[src/rtl/axis_packet_splitter.sv]
// AXI-Stream packet splitter: re-frames an input stream into SAMPLES_PER_PACKET-beat packets
// behind a two-entry (main + skid) registered output buffer.
module axis_packet_splitter #(
    parameter int AXIS_TDATA_WIDTH     = 32,
    parameter int SAMPLES_PER_PACKET   = 256,
    parameter bit DISCARD_FIRST_PACKET = 1'b1,
    parameter bit ALIGN_ON_TLAST       = 1'b1
) (
    input  logic                        axis_aclk,
    input  logic                        axis_reset,
    output logic                        s_axis_tready,
    input  logic [AXIS_TDATA_WIDTH-1:0] s_axis_tdata,
    input  logic                        s_axis_tvalid,
    input  logic                        s_axis_tlast,
    input  logic                        m_axis_tready,
    output logic [AXIS_TDATA_WIDTH-1:0] m_axis_tdata,
    output logic                        m_axis_tvalid,
    output logic                        m_axis_tlast,
    output logic                        synced_out,
    output logic                        short_pkt,
    output logic [15:0]                 short_count
);

    localparam int               CNT_W   = (SAMPLES_PER_PACKET > 1) ? $clog2(SAMPLES_PER_PACKET) : 1;
    localparam logic [CNT_W-1:0] CNT_MAX = CNT_W'(SAMPLES_PER_PACKET - 1);

    typedef enum logic {SYNC, RUN} state_t;

    state_t                      state;
    logic [CNT_W-1:0]            cnt;
    logic                        skid_valid;
    logic [AXIS_TDATA_WIDTH-1:0] skid_data;
    logic                        skid_last;

    logic accept;
    logic wr;
    logic present;
    logic out_last;
    logic load_main;
    logic skid_valid_nxt;

    assign accept     = s_axis_tvalid & s_axis_tready;
    assign wr         = accept & (state == RUN);
    assign present    = m_axis_tvalid & m_axis_tready;
    assign out_last   = (cnt == CNT_MAX) | (ALIGN_ON_TLAST & s_axis_tlast);
    assign synced_out = (state == RUN);

    // Main register can take a new beat when it is empty or being drained this cycle;
    // the skid register only fills when main is held and a beat arrives.
    assign load_main      = present | ~m_axis_tvalid;
    assign skid_valid_nxt = load_main ? 1'b0 : (skid_valid | wr);

    always_ff @(posedge axis_aclk) begin
        if (axis_reset) begin
            state         <= DISCARD_FIRST_PACKET ? SYNC : RUN;
            cnt           <= '0;
            s_axis_tready <= 1'b0;
            m_axis_tvalid <= 1'b0;
            m_axis_tdata  <= '0;
            m_axis_tlast  <= 1'b0;
            skid_valid    <= 1'b0;
            skid_data     <= '0;
            skid_last     <= 1'b0;
            short_pkt     <= 1'b0;
            short_count   <= '0;
        end else begin
            s_axis_tready <= ~skid_valid_nxt;
            skid_valid    <= skid_valid_nxt;
            short_pkt     <= 1'b0;

            if ((state == SYNC) && accept && s_axis_tlast) begin
                state <= RUN;
            end

            if (wr) begin
                cnt <= out_last ? '0 : cnt + 1'b1;
                // an input frame ending before the count wraps is reported as short
                if (ALIGN_ON_TLAST && s_axis_tlast && (cnt != CNT_MAX)) begin
                    short_pkt <= 1'b1;
                    if (short_count != 16'hFFFF) begin
                        short_count <= short_count + 16'd1;
                    end
                end
            end

            if (load_main) begin
                if (skid_valid) begin
                    m_axis_tvalid <= 1'b1;
                    m_axis_tdata  <= skid_data;
                    m_axis_tlast  <= skid_last;
                end else if (wr) begin
                    m_axis_tvalid <= 1'b1;
                    m_axis_tdata  <= s_axis_tdata;
                    m_axis_tlast  <= out_last;
                end else begin
                    m_axis_tvalid <= 1'b0;
                end
            end else if (wr) begin
                skid_data <= s_axis_tdata;
                skid_last <= out_last;
            end
        end
    end

endmodule

[config.mk]
export PLATFORM = sky130hd
export DESIGN_NAME = axis_packet_splitter
export DESIGN_NICKNAME = d
export VERILOG_FILES = /design/src/rtl/axis_packet_splitter.sv
export SDC_FILE = /design/constraint.sdc
export NUM_CORES = 1
export LEC_CHECK = 0
export CORE_ASPECT_RATIO = 0.7
export CORE_MARGIN = 10
export CORE_UTILIZATION = 50
export DETAILED_ROUTE_END_ITERATION = 16
export PLACE_DENSITY = 0.83
export SLEW_MARGIN = 20
export SYNTH_ARGS = -nofsm -noshare
export SYNTH_HDL_FRONTEND = slang
export SYNTH_SLANG_ARGS = --single-unit
[constraint.sdc]
create_clock -name axis_aclk -period 2.78 [get_ports axis_aclk]
set_input_delay 0.556 -clock axis_aclk [delete_from_list [all_inputs] [get_ports axis_aclk]]
set_output_delay 0.556 -clock axis_aclk [all_outputs]
set_load 0.02 [all_outputs]
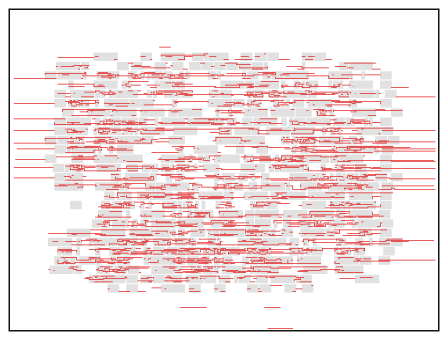
met1.png
Cells faint in the background.
longest straight run: 25.8 um
nets with wire on the layer: 531
global-route track usage on met1: 0.207
vias after detailed routing: 3460
total detailed-routing wirelength: 9.92 mm

==> results_dict.tcl <==
# yosys + openroad results
set metrics [dict create \
    tapCellCount 98 \
    drv_cap 0 \
    synthesis.instances 450 \
    measured_slew_at_the_worst_slew_check_pin_ps 580 \
    power_frac_seq 0.578 \
    die_outline_area_mm2 0.0118 \
    whs_ps 459 \
    place.gp.congestion 0.893 \
    clock_skew_ps 12.1 \
    total_leakage_power_nw 1.62 \
    top_routing_layer_in_use "met4" \
    timing.critical_path.required_ps 3040 \
    layout.non_clock_inverters 3 \
    fillers 630 \
    detail_route.drc_violations 0 \
    power.switching_fraction 0.239 \
    floorplan.rows 26 \
    hold_buffers 0 \
    final-instance-count-excl-fill 632 \
    synth.comb.largest_family "simple AND/OR/NAND/NOR gates" \
    synth_chip_area_mm2 0.00391 \
    design_power_total_mw 2.39 \
    pre_placement_core_utilization 0.525 \
    clock_tree.root_cell "sky130_fd_sc_hd__clkbuf_8" \
    rrSetupSlack_ps 650 \
    comb_area_mm2 0.00188 \
    final_area_mm2 0.00507 \
    synth.distinct_cells 39 \
    clock_share_of_power 0.348 \
    postSynth.topFlopCell "sky130_fd_sc_hd__dfxtp_1" \
    outcome "finished clean" \
    cp.buffers_inverters 3 \
    worst_setup_path_endpoint "m_axis_tdata[5]" \
    yosys_cell_count 450 \
    dpl-instance-area_mm2 0.00489 \
    power-top-group "registers" \
    dp_worst_setup_slack_ps 261 \
    clkbuf_count 11 \
    finalWorstSetupSlack_ps 616 \
    slew_headroom 0.613 \
    post_synth_and_or_nand_nor_area_fraction 0.204 \
    met2RoutedLength_mm 4.60 \
    firstDrtPassIters 5 \
    groute.layer.met3.usage 0.0609 \
    num-nonclk-buffers 98 \
    clk_latency_ps 350 \
    synthesis.area_per_instance_um2 8.69 \
    p_switching_uw 573 \
    core_mm2 0.00745 \
    detail_route.wl_per_cell_um 15.7 \
    routed-wl-met3_um 662 \
    cts.htree.levels 3 \
    top_area_cell "sky130_fd_sc_hd__dfxtp_1" \
    cts.reportedPaths.clkPinSlew_ps 90 \
    timing_worst_setup_path_type "in -> reg" \
    worst_hold_path.endpoint "skid_data[7]" \
    worst_setup_path_end_kind "register" \
    antenna_cells_inserted 0 \
    hold_path_startpoint "skid_data[7]" \
    power.density_mw_per_mm2 471 \
    timing.final.crit_period_ps 2160 \
    finalCoreUtilization 0.681 \
    cell_at_the_slowest_stage_of_the_critical_path "sky130_fd_sc_hd__clkdlybuf4s50_1" \
    maximum_number_of_pins_on_one_net_before_global_route_repair 43 \
    drv_slew 0 \
    number_of_enable_type_register_cells_in_the_synthesized_netlist 0 \
    muxShareOfSynthArea 0.0848 \
    placement.io_buffers 89 \
    classification_of_the_worst_slack_hold_path "reg -> reg" \
    ys_seq_share 0.486 \
    numCtsBuffers 9 \
    final_min_period_over_clock_period 0.778 \
    yosysTopAreaCellShare 0.486 \
    detail_route.wirelength.met1_mm 4.61 \
    globalRoute.totalOverflow 0 \
    critical_path.startpoint_type "input port" \
]
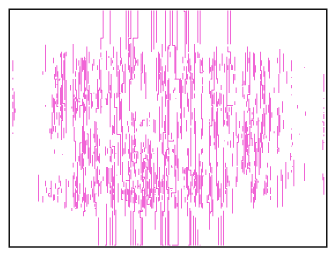
met2.png
longest straight run: 29.6 um
share of all routed wire: 46%
main direction: vertical
wire length on this layer: 4600 um
nets with wire on the layer: 484
met2 track demand over resource: 0.258

No activity file was given, so power comes from the tool's default toggle rates.
